**src/rtl/fifo_fwft_rd_stage.sv**
```systemverilog
// fifo_fwft_rd_stage: converts the FIFO rd_en/empty pop port (1-cycle read latency) into an FWFT valid/ready stream.
// Latency: rd_en in cycle c -> word captured at end of c+1 -> m_valid in c+2; sustains one word per cycle.
// Backpressure: 2-entry skid buffer; rd_en is withheld once held + in-flight words would exceed 2.
// Optional feature: define FWFT_OCC_EN to add the occ port (held entries plus in-flight read).
module fifo_fwft_rd_stage #(
  parameter int DATA_WIDTH = 8
) (
  input  logic                  rclk,
  input  logic                  rrst_n,
  input  logic                  fifo_empty,
  input  logic [DATA_WIDTH-1:0] fifo_rdata,
  output logic                  rd_en,
  output logic                  m_valid,
  input  logic                  m_ready,
  output logic [DATA_WIDTH-1:0] m_data
`ifdef FWFT_OCC_EN
  ,
  output logic [1:0]            occ
`endif
);

  logic [1:0]            r_cnt;
  logic                  r_pend;
  logic [DATA_WIDTH-1:0] r_head;
  logic [DATA_WIDTH-1:0] r_tail;

  logic                  w_pop;
  logic [2:0]            w_fill;
  logic                  w_cap_head;
  logic                  w_cap_tail;
  logic                  w_shift;

  assign m_valid = (r_cnt != 2'd0);
  assign m_data  = r_head;
  assign w_pop   = m_valid & m_ready;

  // Occupancy after this edge; a pop always has cnt >= 1, so no underflow.
  assign w_fill = {1'b0, r_cnt} + {2'b00, r_pend} - {2'b00, w_pop};

  // Only request a word that is guaranteed a free slot when it lands next cycle.
  assign rd_en = rrst_n & ~fifo_empty & (w_fill < 3'd2);

  // Landing word goes to head when the buffer is (or is about to become) empty,
  // otherwise behind the current head. A pop from two entries shifts tail forward.
  assign w_cap_head = r_pend & ((r_cnt == 2'd0) | ((r_cnt == 2'd1) & w_pop));
  assign w_cap_tail = r_pend & ~w_cap_head;
  assign w_shift    = w_pop & (r_cnt == 2'd2);

  // Entry count and in-flight read flag.
  always_ff @(posedge rclk) begin
    if (!rrst_n) begin
      r_cnt  <= 2'd0;
      r_pend <= 1'b0;
    end else begin
      r_cnt  <= w_fill[1:0];
      r_pend <= rd_en;
    end
  end

  // Head slot: loaded from the memory port or from tail on a full-buffer pop.
  always_ff @(posedge rclk) begin
    if (!rrst_n) begin
      r_head <= '0;
    end else if (w_cap_head) begin
      r_head <= fifo_rdata;
    end else if (w_shift) begin
      r_head <= r_tail;
    end
  end

  // Tail slot: holds the second word while the consumer stalls.
  always_ff @(posedge rclk) begin
    if (!rrst_n) begin
      r_tail <= '0;
    end else if (w_cap_tail) begin
      r_tail <= fifo_rdata;
    end
  end

`ifdef FWFT_OCC_EN
  assign occ = r_cnt + {1'b0, r_pend};
`endif

endmodule

```
**config.mk**
```make
export PLATFORM = sky130hd
export DESIGN_NAME = fifo_fwft_rd_stage
export DESIGN_NICKNAME = d
export VERILOG_FILES = /design/src/rtl/fifo_fwft_rd_stage.sv
export SDC_FILE = /design/constraint.sdc
export NUM_CORES = 1
export LEC_CHECK = 0
export CAP_MARGIN = 20
export CORE_MARGIN = 2
export CORE_UTILIZATION = 52
export DETAILED_ROUTE_END_ITERATION = 6
export GPL_ROUTABILITY_DRIVEN = 1
export PLACE_DENSITY_LB_ADDON = 0.1
export SLEW_MARGIN = 20
export SYNTH_ARGS = -nofsm -noshare
export SYNTH_HDL_FRONTEND = slang
export SYNTH_SLANG_ARGS = --single-unit
```
**constraint.sdc**
```tcl
create_clock -name rclk -period 4.28 [get_ports rclk]
set_clock_uncertainty 0.05 [all_clocks]
set_input_delay 0.428 -clock rclk [delete_from_list [all_inputs] [get_ports rclk]]
set_output_delay 0.428 -clock rclk [all_outputs]
set_load 0.02 [all_outputs]
```
==> out/results.tsv, run 1 <==
metric	value	unit
cts hold-fix bufs	0	
Pins Over Slew Limit	0	
synthesized cell area	953	um2
chip footprint	2190	um2
DR vias/cell	5.26	
DIE WIDTH	46.8	um
Post-synth area hogs	dfxtp_1 (40%), nand2_1 (13%), a31oi_2 (10%)	
Detailed Route WL	1850	um
dominant register cell	dfxtp_1	
Antenna Nets Post-Route	0	
Mux area share	0.0840	
Tot Pwr	600	uW
Crit path arrival time	3.01	ns
detailed placer's ending HPWL	1340	um
crit path kind	input pin to output pin	
GP Congestion	0.711	
crit path capture	rd_en	
PD cells	514	nW/um2
distinct lib cells	24	
I/O Buffers	21	
cell taking the most area after synthesis	dfxtp_1	
site row count	15	
Mean Syn Cell Area	9.26	um2
ys flops	19	
Hold Crit Class	flip-flop to flip-flop	
Slowest-stage cell, CP	clkdlybuf4s50_1	
Stages on worst setup path	8	
post-synthesis cell count	103	
RSZ-0062 raised after global routing	no	
worst reg2reg endpoint	r_pend	
P_leak	0.000389	uW
Post-Route Utilization	0.675	
synth warn	0	
root buffer cell	clkbuf_4	
via count	762	
sequential share of the synthesized area	0.399	
Area leader share	0.399	
Tot GR Track Use	0.212	
R2R Setup Slk	2.28	ns
worst relative slew slack	0.513	
io pins	22	
Seq pwr share	0.409	
WP buf/inv	2	
CTS sink count	19	
max-cap violation count	0	
ys cells	103	
CP most frequent cell	clkdlybuf4s50_1	
yosys simple share	0.223	
post-DR wirelength/cell	12.8	um
fillcell total	165	
async set or reset register ratio after synthesis	0	
xor/xnor share	0.00919	
largest net degree at the start of global routing	29	
later-pin clock latency in the skew report	0.29	ns
critical path capture point type	output pin	
CP max FO	4	
total CTS buffers	3	
cts repair resizes	0	
R2R cell count	6	
DRT iter0 DRCs	17	
critical path, cell by cell	clkdlybuf4s50_1 -> o21ai_0 -> or2_2 -> nand2_1 -> ha_1 -> fa_1 -> nor4b_1 -> clkdlybuf4s50_1	
Adder Area Share	0.0341	
Worst Slack Setup Final	0.789	ns
H-tree depth	1	
Max Root-Sink Buffers	2	
TritonRoute pass-1 iters	4	
# nets final	135	
gr ovfl total	0	
Top delay family on crit path	buffers and inverters	
top cells by count, synth	nand2_1 (34), dfxtp_1 (19), a31oi_2 (8), mux2i_1 (8), o31ai_1 (8)	
clock share of power	0.148	
CTS tree	built	
post-synth tally of flip-flops with integrated enable	0	
WHS	0.418	ns
Hold Violations, Final	0	
Worst-Margin Slew	0.730	ns
switching pwr	220	uW
Tmin final	3.49	ns
Period Utilization, post-route	0.816	
status	finished, final reports clean	
Largest logic family	simple AND/OR/NAND/NOR gates	
Clock transition at path regs	0.10	ns
[run 1: power groups by stage]
| stage | Combinational, uW | Sequential (uW) | Clock (uW) |
|---|---|---|---|
| 2_1_floorplan | 165 | 275 | 0 |
| 3_3_place_gp | 261 | 248 | 0 |
| 3_5_place_dp | 267 | 250 | 0 |
| 4_1_cts | 267 | 246 | 91.6 |
| 5_1_grt | 293 | 250 | 100 |
| 6_report | 266 | 245 | 88.9 |
[run 1: placed cells by master (no fill, tap or decap), types with 2 or more instances in the layout]
| master | n |
|---|---|
| nor4b_1 | 2 |
| or2_2 | 2 |
| mux2i_1 | 8 |
| a31oi_2 | 8 |
| o31ai_1 | 8 |
| nand2_1 | 34 |
| clkdlybuf4s50_1 | 21 |
| and2_1 | 2 |
| dfxtp_1 | 19 |
| clkbuf_4 | 3 |
[run 1: area by class of cell]
cell class / count / area, um2 / share of cell area
multi-input cells: 74 / 507 / 0.435
well taps: 25 / 31.3 / 0.0268
inverters: 1 / 3.75 / 0.00322
repair buffers: 22 / 218 / 0.187
flip-flops and latches: 19 / 380 / 0.326
clock buffers: 4 / 26.3 / 0.0225
[run 1: how the worst min path moves through the flow]
stage	startpoint	to	slack [ns]	cells past startpoint
after CTS	r_tail[6]	r_tail[6]	0.42	2
final	r_tail[4]	r_tail[4]	0.42	2
after global placement	r_tail[7]	r_tail[7]	0.39	2
after detailed placement	r_tail[6]	r_tail[6]	0.41	2
after floorplan	r_tail[0]	r_tail[0]	0.38	2
after global routing	r_tail[4]	r_tail[4]	0.46	2
[run 1: per-layer routing]
| metal | GRT usage | share of wire | routed length (um) |
|---|---|---|---|
| met1 | 0.246 | 0.44 | 822 |
| met2 | 0.367 | 0.50 | 918 |
| met3 | 0.0577 | 0.039 | 73 |
| met4 | 0.0833 | 0.019 | 36 |
| met5 | 0 | 0 | 0 |
### Pin placement, run 1

Scale: 10 px per um. Pins as bars across the die edge, other pins in gray.
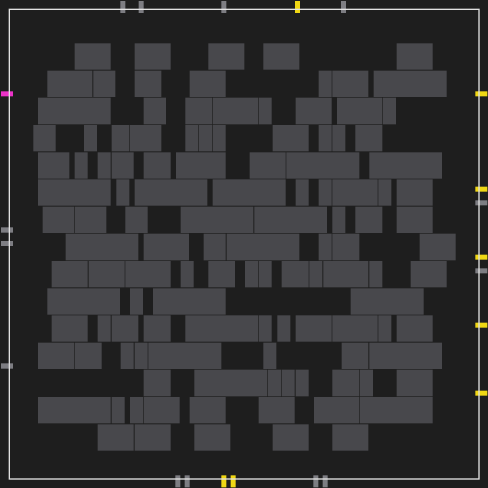
Magenta is rclk, pins 1, direction input, edge left. Yellow is m_data, pins 8, direction output, edge 5 right, 2 bottom, 1 top.

### M3 wires, run 1

Scale: 10 px per um. Cells faint in the background.
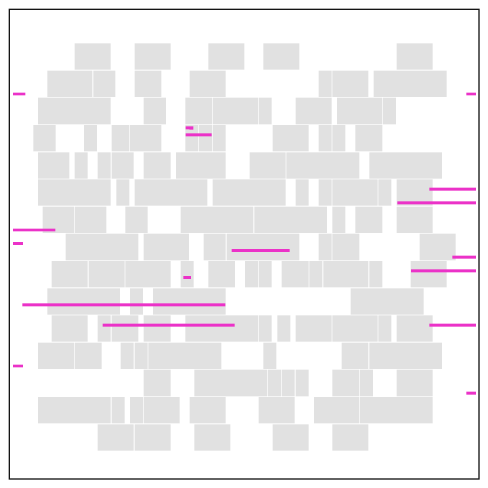
The wires run mostly horizontal. The layer carries 73.4 um of wire. 14 nets have wire on it. The longest straight run is 20.0 um. The layer holds 4.0% of the routed length.

### Signal metal coverage by tile, run 1

Scale: 8 px per um. 9 x 9 tiles, from dark blue (low) to red (high), scaled to the fullest tile. Values are wire area over tile area, all layers added.
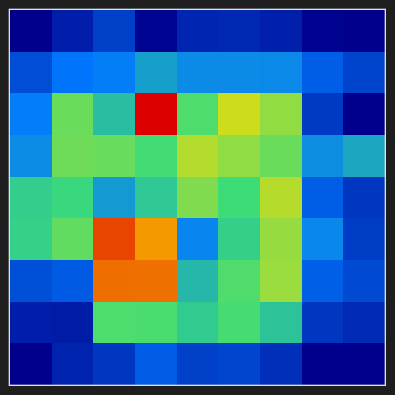
The mean over all tiles is 0.13. 9.9% of the tiles are nearly empty. 31% of the tiles are over half the peak.

==> run 2: changes to the inputs <==
Settings changed: CORE_UTILIZATION 52 to 48.
Clock period 4.28 ns to 3.4 ns, I/O delays scaled along.
### Pin placement, run 2

Scale: 10 px per um. Pins as bars across the die edge, other pins in gray.
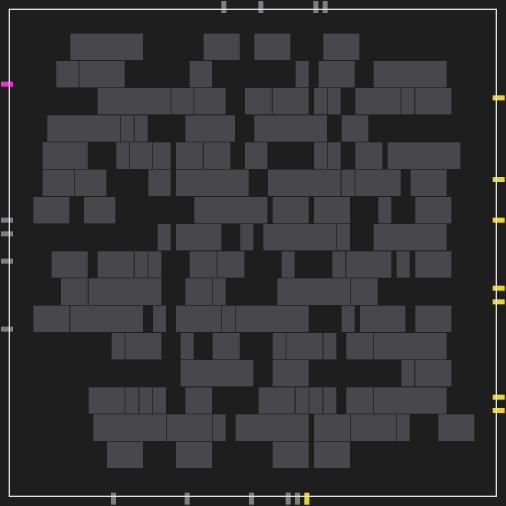
Magenta is rclk, pins 1, direction input, edge left. Yellow is m_data, pins 8, direction output, edge 7 right, 1 bottom.
die height: 48.6 um
I/O Buffers: 21

==> run 2 against run 1 <==
Effect of this change:
- area after synthesis unchanged
- critical path depth unchanged
- critical path type unchanged
- largest cell class unchanged
- global-route usage fell by 5.3 points
- die size is 7.6% higher
- flip-flop count stayed put
- largest power group unchanged
- worst hold slack worse by 0.0050 ns
==> out/results.tsv, run 2 <==
metric	value	unit	change
cts repair resizes	0		unchanged
crit-path max cell delay	0.52	ns	
Worst Slack Setup Final	0.496	ns	-0.294 ns
Period Utilization, post-route	0.854		
synthesized cell area	953	um2	unchanged
distinct lib cells	24		unchanged
Mean Syn Cell Area	9.26	um2	unchanged
core area	1920	um2	
CTS tree	built		
critical path capture point type	output pin		
Yosys chip area	953	um2	
io pins	22		unchanged
via count	737		-3.3%
Tmin final	2.90	ns	
P_leak	0.000405	uW	+4.1%
Init Core Util	0.496		
# DRC	0		
Post-CTS Setup Inserts	0		
Final setup violation count	0		
Setup WS pre-CTS	0.0915	ns	
peak supply drop	0.389	mV	
Slowest-stage cell, CP	clkdlybuf4s50_1		
Area leader share	0.399		unchanged
site row count	16		+1
DRT iter0 DRCs	16		-1
Hold Crit Class	flip-flop to flip-flop		
sequential share of the synthesized area	0.399		unchanged
post-DR wirelength/cell	11.7	um	-8.0%
post-synthesis cell count	103		unchanged
chip footprint	2360	um2	+7.6%
max-cap violation count	0		unchanged
most instantiated logic cells after routing	nand2_1 (34), clkdlybuf4s50_1 (20), dfxtp_1 (19)		
TritonRoute pass-1 iters	4		unchanged
Pins Over Slew Limit	0		unchanged
Log Warnings	26		
later-pin clock latency in the skew report	0.29	ns	about the same
gr ovfl total	0		unchanged
required time of the critical path	3.01	ns	
setup_tns	0	ns	
post-synth tally of flip-flops with integrated enable	0		unchanged
worst relative slew slack	0.520		+0.00751
M2 GR Usage	0.264		-0.103
Detailed Route WL	1730	um	-6.8%
Tot Pwr	754	uW	+26%
H-tree depth	1		unchanged
Worst-Margin Slew	0.718	ns	-0.0112 ns
detailed placer's ending HPWL	1190	um	-11%
top cells by count, synth	nand2_1 (34), dfxtp_1 (19), a31oi_2 (8), mux2i_1 (8), o31ai_1 (8)		
cell taking the most area after synthesis	dfxtp_1		
Clock transition at path regs	0.10	ns	about the same
ys cells	103		unchanged
Hold Violations, Final	0		unchanged
Post-synth area hogs	dfxtp_1 (40%), nand2_1 (13%), a31oi_2 (10%)		
net count after synthesis	117		
async set or reset register ratio after synthesis	0		unchanged
WP buf/inv	2		unchanged
DR vias/cell	5.01		-4.6%
CTS sink count	19		unchanged
DIE WIDTH	48.6	um	+3.7%
Antenna Nets Post-Route	0		unchanged
top-count cell post-synth	nand2_1		
RSZ-0062 raised after global routing	no		
dominant register cell	dfxtp_1		
GR Layer Usage met1	0.201		-0.0457
number of global-route vias before repair	671		
crit path kind	input pin to output pin		
first-pass GRT wire length	2890	um	
Top delay family on crit path	buffers and inverters		
critical path, cell by cell	clkdlybuf4s50_1 -> o21ai_0 -> or2_2 -> nand2_1 -> ha_1 -> fa_1 -> nor4b_1 -> dlymetal6s2s_1		
Critical Path Start Type	input pin		
# nets final	135		unchanged
cts hold-fix bufs	0		unchanged
total CTS buffers	3		unchanged
Crit path arrival time	2.51	ns	-0.50 ns
Max Root-Sink Buffers	2		unchanged
largest net degree at the start of global routing	29		unchanged
most common logic cell in the routed design	nand2_1		
GP Congestion	0.753		+6.0%
status	finished, final reports clean		
Diodes inserted	0		
synthesis-to-layout area growth	22.8	%	
PD cells	644	nW/um2	+25%
CP max FO	4		unchanged
synth warn	0		unchanged
layout cells sized above 1	0.125		
WHS	0.413	ns	-0.00499 ns
ys flops	19		unchanged
maximum clock rate	344	MHz	
antenna violations before repair	0		
root buffer cell	clkbuf_4		
### Track usage over the die, run 2

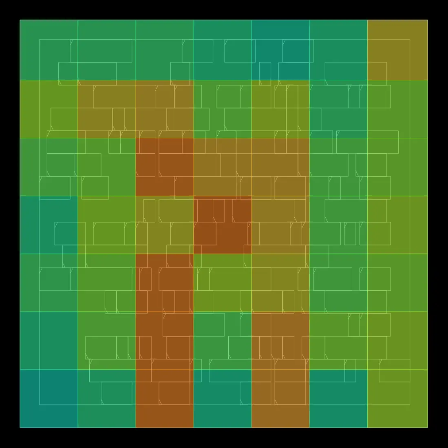
Post-Route Utilization: 0.609
met3 usage: 0.0278
GR peak layer: met2
Tot GR Track Use: 0.158

[run 2: cell types whose count changed in the layout (fill, tap and decap cells not counted), sizes merged]
cell           delta
dlymetal6s2s      +1
clkdlybuf4s50     -1
[run 2: routing by layer]
metal | vias to the layer above | wire length, um | part of all wire
met4 | 0 | 15 | 0.0087
met1 | 333 | 800 | 0.46
li1 | 385 | - | -
met3 | 2 | 70 | 0.041
met5 | - | 0 | 0
met2 | 17 | 838 | 0.49
[run 2: layout make-up]
type                    count  area [um2]
fillers                   176         751
multi-input cells          74         507
flip-flops and latches     19         380
repair buffers             22         220
well taps                  27        33.8
clock buffers               4        26.3
inverters                   1        3.75
[run 2: power breakdown]
part / switching (uW) / internal, uW / total (uW) / leakage [uW]
Clock: 67.6 / 45.6 / 113 / 0.0000150
Combinational: 174 / 158 / 332 / 0.000235
Sequential: 35.0 / 274 / 309 / 0.000155
[run 2: per-stage QoR]
step	util	instance area [um2]	std cells
6_report	0.609	1170	147
5_1_grt	0.609	1170	147
4_1_cts	0.608	1170	147
3_5_place_dp	0.594	1140	143
3_3_place_gp	0.594	1140	143
2_1_floorplan	-	953	103
[run 2: worst paths after layout]
kind                            startpoint   endpoint  slack [ns]  cells after the start
worst max-delay path               m_ready      rd_en        0.50                      8
worst min-delay path             r_tail[2]  r_tail[2]        0.41                      2
worst max register to register    r_cnt[1]     r_pend        1.39                      6
worst min register to register   r_tail[2]  r_tail[2]        0.41                      2
[run 2: cell families (layout without fill, tap and decap cells)]
kind of cell,Yosys count,after routing,synth area share
AND/OR/NAND/NOR,45,45,0.223
flip-flops,19,19,0.399
AND-OR/OR-AND,18,18,0.181
buffers and inverters,10,27,0.0696
multiplexers,8,8,0.0840
adder cells (fa/ha/maj),2,2,0.0341
XOR/XNOR,1,1,0.00919
==> run 3: changes to the inputs <==
Settings changed: CTS_CLUSTER_DIAMETER from default to 50.
### Signal metal coverage by tile, run 3

Scale: 8 px per um. 10 x 10 tiles, from dark blue (low) to red (high), scaled to the fullest tile. Values are wire area over tile area, all layers added.
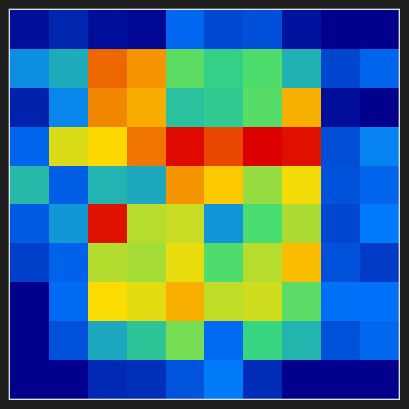
The mean over all tiles is 0.11. 37% of the tiles are over half the peak. The densest ninth of the die: center.

==> run 3 against run 2 <==
Effect of this change:
- flip-flop count unchanged
- total power unchanged
- global-route usage is the same
- via count unchanged
- routed wire length unchanged
- sequential share of layout area stayed put
- count of clock-buffer cells in the layout is the same
- fmax unchanged
- highest routed layer unchanged
- largest power group unchanged
- cell area unchanged
- non-clock buffer count stayed put
==> out/results.tsv, run 3 <==
metric	value	unit	change
async set or reset register ratio after synthesis	0		unchanged
placed cell count	143		unchanged
PD cells	644	nW/um2	unchanged
# nets final	135		unchanged
status	finished, final reports clean		
maximum clock rate	344	MHz	unchanged
ys cells	103		unchanged
setup_tns	0	ns	unchanged
P_leak	0.000405	uW	unchanged
worst relative slew slack	0.520		unchanged
Mean Syn Cell Area	9.26	um2	unchanged
DRT iter0 DRCs	16		unchanged
CTS sink count	19		unchanged
required time of the critical path	3.01	ns	about the same
Detailed Route WL	1730	um	unchanged
site row count	16		unchanged
Yosys chip area	953	um2	unchanged
post-DR wirelength/cell	11.7	um	unchanged
fillcell total	176		unchanged
Post-CTS Setup Inserts	0		unchanged
net count after synthesis	117		unchanged
CTS tree	built		
met3 routed WL	70	um	unchanged
switching pwr	276	uW	unchanged
GR peak layer	met2		
sequential power	309	uW	about the same
Log Warnings	26		unchanged
worst reg2reg endpoint	r_pend		
GR Layer Usage met1	0.201		unchanged
Max Root-Sink Buffers	2		unchanged
peak supply drop	0.389	mV	unchanged
core area	1920	um2	unchanged
met1 wire length	800	um	unchanged
RSZ-0062 raised after global routing	no		
R2R Setup Slk	1.39	ns	about the same
root buffer cell	clkbuf_4		
area occupied by registers	380	um2	unchanged
worst r2r src	r_cnt[1]		
Clock group	113	uW	about the same
layout cells sized above 1	0.125		unchanged
Pins Over Slew Limit	0		unchanged
Pint	478	uW	unchanged
max-cap violation count	0		unchanged
later-pin clock latency in the skew report	0.29	ns	about the same
synthesis-to-layout area growth	22.8	%	unchanged
top-count cell post-synth	nand2_1		
DR top layer	met4		
Crit path arrival time	2.51	ns	about the same
ys flops	19		unchanged
Antenna Nets Post-Route	0		unchanged
post-synth tally of flip-flops with integrated enable	0		unchanged
M2 GR Usage	0.264		unchanged
most instantiated logic cells after routing	nand2_1 (34), clkdlybuf4s50_1 (20), dfxtp_1 (19)		
top cells by count, synth	nand2_1 (34), dfxtp_1 (19), a31oi_2 (8), mux2i_1 (8), o31ai_1 (8)		
most common logic cell in the routed design	nand2_1		
Tmin final	2.90	ns	unchanged
antenna violations before repair	0		unchanged
cts repair resizes	0		unchanged
R2R cell count	6		unchanged
distinct lib cells	24		unchanged
Hold Violations, Final	0		unchanged
synth warn	0		unchanged
Period Utilization, post-route	0.854		unchanged
Post-Layout Cell Count	147		unchanged
Tot GR Track Use	0.158		unchanged
total CTS buffers	3		unchanged
die height	48.6	um	unchanged
Seq pwr share	0.410		about the same
cts hold-fix bufs	0		unchanged
critical path capture point type	output pin		
chip footprint	2360	um2	unchanged
cell taking the most area after synthesis	dfxtp_1		
via count	737		unchanged
Worst-Margin Slew	0.718	ns	unchanged
met3 usage	0.0278		unchanged
Hold Crit Class	flip-flop to flip-flop		
Comb area	507	um2	unchanged
io pins	22		unchanged
Clock transition at path regs	0.10	ns	about the same
detailed placer's ending HPWL	1190	um	unchanged
post-synthesis cell count	103		unchanged
sequential share of the synthesized area	0.399		unchanged
P_comb	332	uW	about the same
# DRC	0		unchanged
first-pass GRT wire length	2890	um	unchanged
Post-synth area hogs	dfxtp_1 (40%), nand2_1 (13%), a31oi_2 (10%)		
Final setup violation count	0		unchanged
TritonRoute pass-1 iters	4		unchanged
Critical Path Start Type	input pin		
Area leader share	0.399		unchanged
DR vias/cell	5.01		unchanged
dominant power group	combinational logic		
H-tree depth	1		unchanged
Comb power frac	0.440		about the same
Setup crit start	m_ready		
GP Congestion	0.753		unchanged
clock share of power	0.150		about the same
DIE WIDTH	48.6	um	unchanged
crit path kind	input pin to output pin		
I/O Buffers	21		unchanged
synthesized cell area	953	um2	unchanged
### M3 wires, run 3

Scale: 10 px per um. Cells faint in the background.
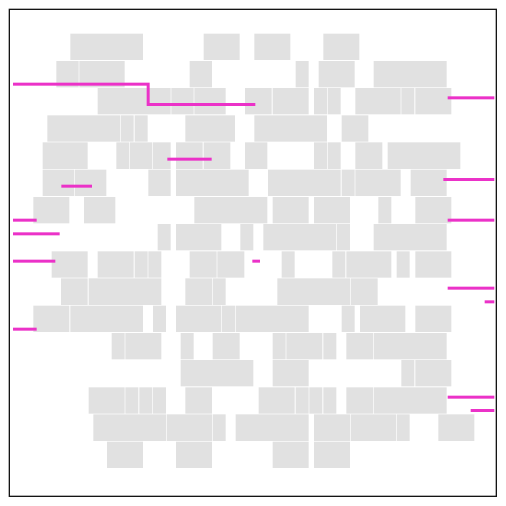
The layer carries 70.6 um of wire. The longest straight run is 13.3 um. The wires run mostly horizontal.

[run 3: cell counts after synthesis]
No cell type changed its count.
[run 3: through the flow]
step	hold WS (ns)	setup slack (ns)	util	area, um2	total power [uW]
after floorplan	0.367	0.795	-	953	555
after global placement	0.393	0.133	0.594	1140	643
after detailed placement	0.397	0.0915	0.594	1140	649
after CTS	0.416	0.0824	0.608	1170	763
after global routing	0.440	0.355	0.609	1170	807
final	0.413	0.496	0.609	1170	754
[run 3: final cells by class]
class / count / share of cell area
Inverter: 1 / 0.00321
Sequential cell: 19 / 0.325
Tap cell: 27 / 0.0288
Timing Repair Buffer: 22 / 0.188
Multi-Input combinational cell: 74 / 0.433
Clock buffer: 4 / 0.0224
[run 3: cell families (layout without fill, tap and decap cells)]
| group | after synthesis | after routing | synth area share |
|---|---|---|---|
| mux | 8 | 8 | 0.0840 |
| fa+ha+maj | 2 | 2 | 0.0341 |
| flops | 19 | 19 | 0.399 |
| simple gates | 45 | 45 | 0.223 |
| compound gates | 18 | 18 | 0.181 |
| xor+xnor | 1 | 1 | 0.00919 |
| buf+inv | 10 | 27 | 0.0696 |
[run 3: how the worst min path moves through the flow]
stage                          start         to  slack (ns)  depth (start not counted)
after global routing       r_tail[3]  r_tail[3]        0.44                          2
after floorplan           fifo_empty     r_pend        0.37                          1
final                      r_tail[2]  r_tail[2]        0.41                          2
after CTS                  r_tail[2]  r_tail[2]        0.42                          2
after global placement     r_tail[2]  r_tail[2]        0.39                          2
after detailed placement   r_tail[4]  r_tail[4]        0.40                          2
[run 3: worst max-delay path: stages]
cell             delay (ns)
clkdlybuf4s50_1        0.52
o21ai_0                0.12
or2_2                  0.31
nand2_1                0.07
ha_1                   0.15
fa_1                   0.45
nor4b_1                0.28
dlymetal6s2s_1         0.26

==> notes/layouts.md <==
Pictures saved along the way, in no particular order.

Metal 2.
Scale: 10 px per um. Cells faint in the background.
Plate I
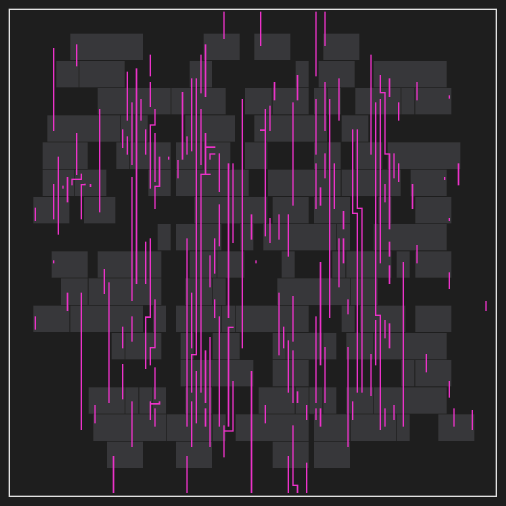
Plate II
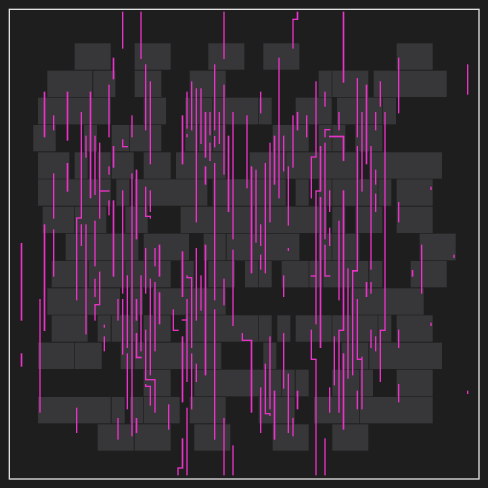
Run 1 is Plate II.
Run 3 is Plate I.

Key to Plate I:
The longest straight run is 27.5 um. The layer carries 839 um of wire. 103 nets have wire on it.

Power and IR drop assume default switching activity.
